### src/rtl/mpmc10_pkg.sv
// mpmc10_pkg: shared types and constants for the mpmc10 port scheduler.
//   mpmc10_state_t : sequencer state encoding, exported on the state port
//                    so the downstream write-mask stage can follow it.
//   CNT_W          : width of the WAIT_DONE timeout counter.
package mpmc10_pkg;

    localparam int CNT_W = 8;

    // Plain constants rather than an enum so that older blocks comparing
    // against raw 3-bit codes keep working.
    typedef logic [2:0] mpmc10_state_t;

    localparam mpmc10_state_t IDLE      = 3'd0;
    localparam mpmc10_state_t PRESET1   = 3'd1;
    localparam mpmc10_state_t PRESET2   = 3'd2;
    localparam mpmc10_state_t CMD       = 3'd3;
    localparam mpmc10_state_t WAIT_DONE = 3'd4;
    localparam mpmc10_state_t ACK       = 3'd5;

endpackage

### src/rtl/mpmc10_port_sched_if.sv
// mpmc10_port_sched_if: bundle between the requester ports, the scheduler
// and the memory-command path.
//   Port side  : req, we, sel, adr (in to scheduler); gnt, ack, err (out).
//   Memory side: mem_cmd_rdy, mem_done (in); mem_cmd_valid, mem_we,
//                mem_mask, mem_adr (out).
//   state      : current sequencer state, consumed by the mask stage.
// Modport slave is the scheduler's view, master the environment's view.
interface mpmc10_port_sched_if #(
    parameter int NCH = 4,
    parameter int WID = 16
);
    logic [NCH-1:0]            req;
    logic [NCH-1:0]            we;
    logic [NCH*WID-1:0]        sel;
    logic [NCH*32-1:0]         adr;
    logic [NCH-1:0]            gnt;
    logic [NCH-1:0]            ack;
    logic [NCH-1:0]            err;
    mpmc10_pkg::mpmc10_state_t state;
    logic                      mem_cmd_valid;
    logic                      mem_cmd_rdy;
    logic                      mem_we;
    logic [WID-1:0]            mem_mask;
    logic [31:0]               mem_adr;
    logic                      mem_done;

    modport slave (
        input  req, we, sel, adr, mem_cmd_rdy, mem_done,
        output gnt, ack, err, state, mem_cmd_valid, mem_we, mem_mask, mem_adr
    );

    modport master (
        output req, we, sel, adr, mem_cmd_rdy, mem_done,
        input  gnt, ack, err, state, mem_cmd_valid, mem_we, mem_mask, mem_adr
    );
endinterface

### src/rtl/mpmc10_rr_arb.sv
// mpmc10_rr_arb: combinational round-robin pick.
//   req     : per-port request vector
//   ptr     : port with highest priority this round
//   gnt_nxt : one-hot winner (all zero when no request)
//   idx     : binary index of the winner
// Scans upward from ptr, wrapping modulo NCH; first set request wins.
module mpmc10_rr_arb #(
    parameter  int NCH = 4,
    localparam int IW  = (NCH > 1) ? $clog2(NCH) : 1
) (
    input  logic [NCH-1:0] req,
    input  logic [IW-1:0]  ptr,
    output logic [NCH-1:0] gnt_nxt,
    output logic [IW-1:0]  idx
);
    always_comb begin
        int          j;
        logic [IW-1:0] jj;
        logic        found;
        // NOTE: every combinational output gets a default before the loop so
        // no path leaves it unassigned, which would infer a latch.
        gnt_nxt = '0;
        idx     = '0;
        found   = 1'b0;
        j       = 0;
        jj      = '0;
        for (int i = 0; i < NCH; i++) begin
            j = int'(ptr) + i;
            if (j >= NCH) j = j - NCH;
            jj = IW'(j);
            if (!found && req[jj]) begin
                found       = 1'b1;
                gnt_nxt[jj] = 1'b1;
                idx         = jj;
            end
        end
    end
endmodule

### src/rtl/mpmc10_port_sched.sv
// mpmc10_port_sched: schedules NCH requester ports onto one memory-command
// path.
//   clk, rst_n : clock, asynchronous active-low reset
//   bus.slave  : requests/grants/acks per port and the memory command side
// Sequence: IDLE (arbitrate) -> PRESET1 (latch we/mask/address) ->
// PRESET2 (settle) -> CMD (valid until rdy) -> WAIT_DONE (until done or
// timeout) -> ACK (one-cycle ack/err pulse) -> IDLE.
module mpmc10_port_sched
    import mpmc10_pkg::*;
#(
    parameter int NCH = 4,
    parameter int WID = 16,
    parameter int TO  = 255
) (
    input logic               clk,
    input logic               rst_n,
    mpmc10_port_sched_if.slave bus
);
    localparam int               IW      = (NCH > 1) ? $clog2(NCH) : 1;
    localparam logic [CNT_W-1:0] TO_LAST = CNT_W'(TO - 1);
    localparam logic [31:0]      ADR_LOW = 32'(WID - 1);

    mpmc10_state_t    state_r;
    logic [NCH-1:0]   gnt_r;
    logic [IW-1:0]    gidx;
    logic [IW-1:0]    ptr;
    logic [CNT_W-1:0] cnt;
    logic [NCH-1:0]   ack_r;
    logic [NCH-1:0]   err_r;
    logic             valid_r;
    logic             we_r;
    logic [WID-1:0]   mask_r;
    logic [31:0]      adr_r;

    logic [NCH-1:0]   arb_gnt;
    logic [IW-1:0]    arb_idx;
    logic [IW-1:0]    ptr_nxt;
    logic             we_g;
    logic [WID-1:0]   sel_g;
    logic [31:0]      adr_g;

    mpmc10_rr_arb #(.NCH(NCH)) u_arb (
        .req     (bus.req),
        .ptr     (ptr),
        .gnt_nxt (arb_gnt),
        .idx     (arb_idx)
    );

    // Fields of the granted port, selected with constant slices only.
    always_comb begin
        we_g  = 1'b0;
        sel_g = '0;
        adr_g = '0;
        for (int i = 0; i < NCH; i++) begin
            if (gidx == IW'(i)) begin
                we_g  = bus.we[i];
                sel_g = bus.sel[i*WID +: WID];
                adr_g = bus.adr[i*32 +: 32];
            end
        end
    end

    assign ptr_nxt = (gidx == IW'(NCH - 1)) ? '0 : gidx + IW'(1);

    // NOTE: state is updated only with non-blocking assignments so every
    // register samples pre-edge values regardless of statement order.
    always_ff @(posedge clk or negedge rst_n) begin
        if (!rst_n) begin
            // NOTE: the latched command fields are reset too, because the
            // mask stage observes them and must see zeros after an abort.
            state_r <= IDLE;
            gnt_r   <= '0;
            gidx    <= '0;
            ptr     <= '0;
            cnt     <= '0;
            ack_r   <= '0;
            err_r   <= '0;
            valid_r <= 1'b0;
            we_r    <= 1'b0;
            mask_r  <= '0;
            adr_r   <= '0;
        end else begin
            ack_r <= '0;
            err_r <= '0;
            case (state_r)
                IDLE: begin
                    if (|bus.req) begin
                        gnt_r   <= arb_gnt;
                        gidx    <= arb_idx;
                        state_r <= PRESET1;
                    end
                end
                PRESET1: begin
                    we_r    <= we_g;
                    // Reads fetch the whole beat, so nothing is masked off.
                    mask_r  <= we_g ? ~sel_g : '0;
                    adr_r   <= adr_g & ~ADR_LOW;
                    state_r <= PRESET2;
                end
                PRESET2: begin
                    valid_r <= 1'b1;
                    state_r <= CMD;
                end
                CMD: begin
                    if (bus.mem_cmd_rdy) begin
                        valid_r <= 1'b0;
                        cnt     <= '0;
                        state_r <= WAIT_DONE;
                    end
                end
                WAIT_DONE: begin
                    cnt <= cnt + CNT_W'(1);
                    // A done arriving on the timeout cycle still counts.
                    if (bus.mem_done) begin
                        ack_r   <= gnt_r;
                        state_r <= ACK;
                    end else if (cnt == TO_LAST) begin
                        ack_r   <= gnt_r;
                        err_r   <= gnt_r;
                        state_r <= ACK;
                    end
                end
                ACK: begin
                    gnt_r   <= '0;
                    ptr     <= ptr_nxt;
                    state_r <= IDLE;
                end
                default: state_r <= IDLE;
            endcase
        end
    end

    assign bus.state         = state_r;
    assign bus.gnt           = gnt_r;
    assign bus.ack           = ack_r;
    assign bus.err           = err_r;
    assign bus.mem_cmd_valid = valid_r;
    assign bus.mem_we        = we_r;
    assign bus.mem_mask      = mask_r;
    assign bus.mem_adr       = adr_r;
endmodule

### src/flat_wrapper.sv
// flat-port wrapper written by rule: the top's interface ports become plain ports
module mpmc10_port_sched_flat import mpmc10_pkg::*;
#(
    parameter int NCH = 4,
    parameter int WID = 16,
    parameter int TO  = 255
)
  (clk, rst_n, bus_req, bus_we, bus_sel, bus_adr, bus_mem_cmd_rdy, bus_mem_done, bus_gnt, bus_ack, bus_err, bus_state, bus_mem_cmd_valid, bus_mem_we, bus_mem_mask, bus_mem_adr);
  mpmc10_port_sched_if #(.NCH(NCH), .WID(WID)) bus_i ();
  input logic clk;
  input logic rst_n;
  input wire logic [$bits(bus_i.req)-1:0] bus_req;
  input wire logic [$bits(bus_i.we)-1:0] bus_we;
  input wire logic [$bits(bus_i.sel)-1:0] bus_sel;
  input wire logic [$bits(bus_i.adr)-1:0] bus_adr;
  input wire logic [$bits(bus_i.mem_cmd_rdy)-1:0] bus_mem_cmd_rdy;
  input wire logic [$bits(bus_i.mem_done)-1:0] bus_mem_done;
  output wire logic [$bits(bus_i.gnt)-1:0] bus_gnt;
  output wire logic [$bits(bus_i.ack)-1:0] bus_ack;
  output wire logic [$bits(bus_i.err)-1:0] bus_err;
  output wire logic [$bits(bus_i.state)-1:0] bus_state;
  output wire logic [$bits(bus_i.mem_cmd_valid)-1:0] bus_mem_cmd_valid;
  output wire logic [$bits(bus_i.mem_we)-1:0] bus_mem_we;
  output wire logic [$bits(bus_i.mem_mask)-1:0] bus_mem_mask;
  output wire logic [$bits(bus_i.mem_adr)-1:0] bus_mem_adr;
  assign bus_i.req = bus_req;
  assign bus_i.we = bus_we;
  assign bus_i.sel = bus_sel;
  assign bus_i.adr = bus_adr;
  assign bus_i.mem_cmd_rdy = bus_mem_cmd_rdy;
  assign bus_i.mem_done = bus_mem_done;
  assign bus_gnt = bus_i.gnt;
  assign bus_ack = bus_i.ack;
  assign bus_err = bus_i.err;
  assign bus_state = bus_i.state;
  assign bus_mem_cmd_valid = bus_i.mem_cmd_valid;
  assign bus_mem_we = bus_i.mem_we;
  assign bus_mem_mask = bus_i.mem_mask;
  assign bus_mem_adr = bus_i.mem_adr;
  mpmc10_port_sched #(.NCH(NCH), .WID(WID), .TO(TO)) u_core (.clk(clk), .rst_n(rst_n), .bus(bus_i));
endmodule
### config.mk
export PLATFORM = sky130hd
export DESIGN_NAME = mpmc10_port_sched_flat
export DESIGN_NICKNAME = d
export VERILOG_FILES = /design/src/rtl/mpmc10_pkg.sv /design/src/rtl/mpmc10_port_sched_if.sv /design/src/rtl/mpmc10_rr_arb.sv /design/src/rtl/mpmc10_port_sched.sv /design/src/flat_wrapper.sv
export SDC_FILE = /design/constraint.sdc
export NUM_CORES = 1
export LEC_CHECK = 0
export ABC_AREA = 1
export CAP_MARGIN = 10
export CORE_MARGIN = 2
export CORE_UTILIZATION = 44
export DETAILED_ROUTE_END_ITERATION = 12
export DONT_BUFFER_PORTS = 1
export SLEW_MARGIN = 40
export SYNTH_ARGS = -nofsm -noshare
export SYNTH_HDL_FRONTEND = slang
export SYNTH_SLANG_ARGS = --single-unit
### constraint.sdc
create_clock -name clk -period 1.9 [get_ports clk]
set_input_delay 0.285 -clock clk [delete_from_list [all_inputs] [get_ports clk]]
set_output_delay 0.285 -clock clk [all_outputs]
set_load 0.005 [all_outputs]
==> results.md, run 1 <==
| Quantity | This run | Unit |
|---|---|---|
| Leftover overflow at the end of global routing | 0 | - |
| H-tree Lvls | 3 | - |
| Max Transition Viols Final | 0 | - |
| Global-route wire length before repair | 22200 | µm |
| Routed met1 length | 5744 | µm |
| Power of the combinational group | 5.06 | mW |
| Multi-input logic area | 0.002496 | mm² |
| Family of cells with the greatest summed delay on the critical path | simple AND/OR/NAND/NOR gates | - |
| Critical register-to-register path startpoint | u_core.ptr[1] | - |
| Final Hold Viols | 73 | - |
| Clock network power share | 13.5 | % |
| Post-synth top area cell | sky130_fd_sc_hd__dfrtp_1 | - |
| Run status | complete, but fails checks | - |
| Failing checks | hold timing | - |
| Flip-flop count of the largest register after layout | 28 | - |
| Dominant kind of cell | combinational gates | - |
| Total power after layout | 9.075 | mW |
| All-layer global routing usage | 24.80 | % |
| Unrepaired setup endpoints after global routing | no | - |
| Buffers plus inverters on the worst setup path | 3 | - |
| Mapped Avg Cell Area | 7.503 | µm² |
| Starting density of the core | 44.97 | % |
| Finish-stage setup viols | 0 | - |
| Clock slew seen by the registers of the worst setup and hold paths | 0.09 | ns |
| Final wirelength | 14300 | µm |
| Final worst hold slack | -0.3807 | ns |
| Total half-perimeter wirelength after legalization and detailed placement | 10670 | µm |
| Worst-case vdd ir drop | 0.7271 | mV |
| Crit-path cells | inv_1 -> ha_2 -> inv_1 -> nand3_1 -> nand2_1 -> nor2_1 -> buf_4 -> a21oi_1 -> nand3_1 -> nand2_1 -> nand2_1 | - |
| Cell count after synthesis | 616 | - |
| Net count reported at finish | 831 | - |
| Leak | 2.295 | nW |
| Design Area, Final | 0.005061 | mm² |
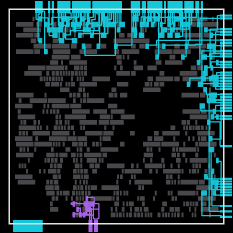
Fig. 1. Wires at chosen ports, followed through buffers (run 1).
(2 px per µm)
port	color	bits	direction	end cells	buffers	wire
bus_req	purple	4	input	12	0	100 µm
bus_adr	cyan	128	input	112	0	1460 µm
count of boundary I/O pins: 269
number of input and output port buffers inserted: 0

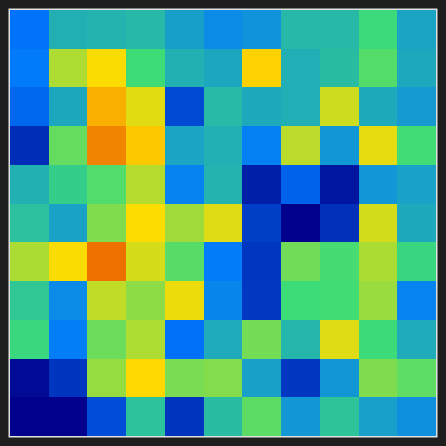
Fig. 2. Local utilization (run 1).
(4 px per µm) The die is cut into 11 by 11 equal tiles; dark blue is low, red is high, 0 to 100% covered.
densest ninth of the die	west
fullest tile	87%
nearly empty tiles	2.5%
mean over tiles	43%

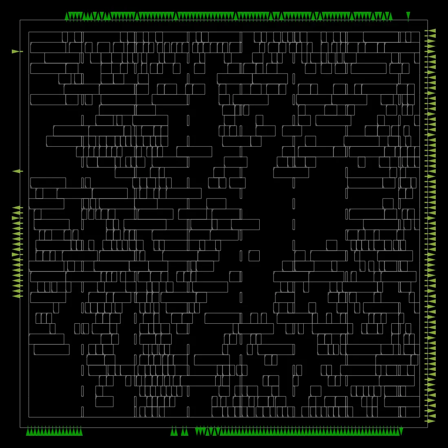
Fig. 3. Cell placement (run 1).
Well Taps: 136
core area: 0.01028 mm²

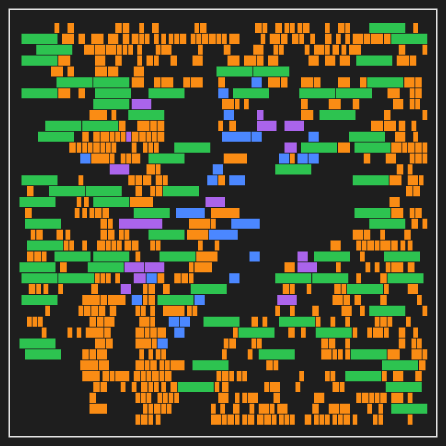
Fig. 4. Cell classes on the final placement (run 1).
(4 px per µm)
class	color	cells	share of their area
sequential cells	green	73	37%
remaining logic cells	orange	505	54%
remaining buffers and delay cells	blue	25	4.9%
clock drivers and dummy loads	purple	16	4.0%

==> inputs of run 2 (changes only) <==
GPL_ROUTABILITY_DRIVEN = 1   (was not set)
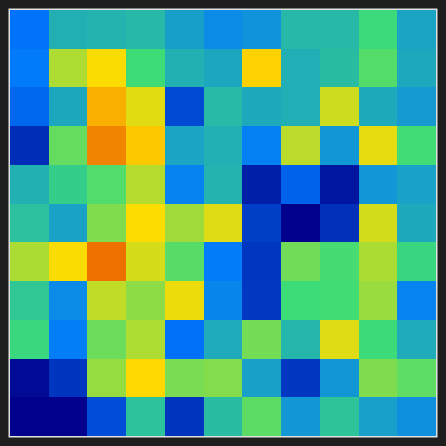
Fig. 5. Local utilization (run 2).
(4 px per µm) The die is cut into 11 by 11 equal tiles; dark blue is low, red is high, 0 to 100% covered.
fullest tile	87%
tiles over 75% full	5.0%
nearly empty tiles	2.5%
starting density of the core: 44.97%
post-route core utilization: 49.25%

==> results.md, run 2 <==
| Quantity | This run | Unit |
|---|---|---|
| Unrepaired setup endpoints after global routing | no | - |
| Crit-path cells | inv_1 -> ha_2 -> inv_1 -> nand3_1 -> nand2_1 -> nor2_1 -> buf_4 -> a21oi_1 -> nand3_1 -> nand2_1 -> nand2_1 | - |
| Total power after layout | 9.075 | mW |
| Design Area, Final | 0.005061 | mm² |
| Count of boundary I/O pins | 269 | - |
| Sequential share of cell area | 36.09 | % |
| Inst Count DP | 739 | - |
| Clock network power share | 13.5 | % |
| Mapped Avg Cell Area | 7.503 | µm² |
| Family of cells with the greatest summed delay on the critical path | simple AND/OR/NAND/NOR gates | - |
| Well Taps | 136 | - |
| All-layer global routing usage | 24.80 | % |
| Antenna violations before repair | 0 | - |
| Post-synth top area cell | sky130_fd_sc_hd__dfrtp_1 | - |
| Final wirelength | 14300 | µm |
| Multi-input logic area | 0.002496 | mm² |
| Cell count after synthesis | 616 | - |
| Max Transition Viols Final | 0 | - |
| Clock slew seen by the registers of the worst setup and hold paths | 0.09 | ns |
| Starting DRC count in detailed routing | 261 | - |
| Core area | 0.01028 | mm² |
| Leak | 2.295 | nW |
| Net count reported at finish | 831 | - |
| Global-route wire length before repair | 22200 | µm |
| Buffers plus inverters on the worst setup path | 3 | - |
| Run status | complete, but fails checks | - |
| Failing checks | hold timing | - |
| Number of inserted filler cells in the final layout | 980 | - |
| Worst-case vdd ir drop | 0.7271 | mV |
| Critical register-to-register path startpoint | u_core.ptr[1] | - |
| Finish-stage setup viols | 0 | - |
| Flip-flop count of the largest register after layout | 28 | - |
| Number of input and output port buffers inserted | 0 | - |
| Final worst hold slack | -0.3807 | ns |
| Final Hold Viols | 73 | - |
| Routed met1 length | 5744 | µm |
| Clock network area share | 3.857 | % |
| Power of the combinational group | 5.06 | mW |
| H-tree Lvls | 3 | - |
Power is estimated from default activity; no workload was simulated.
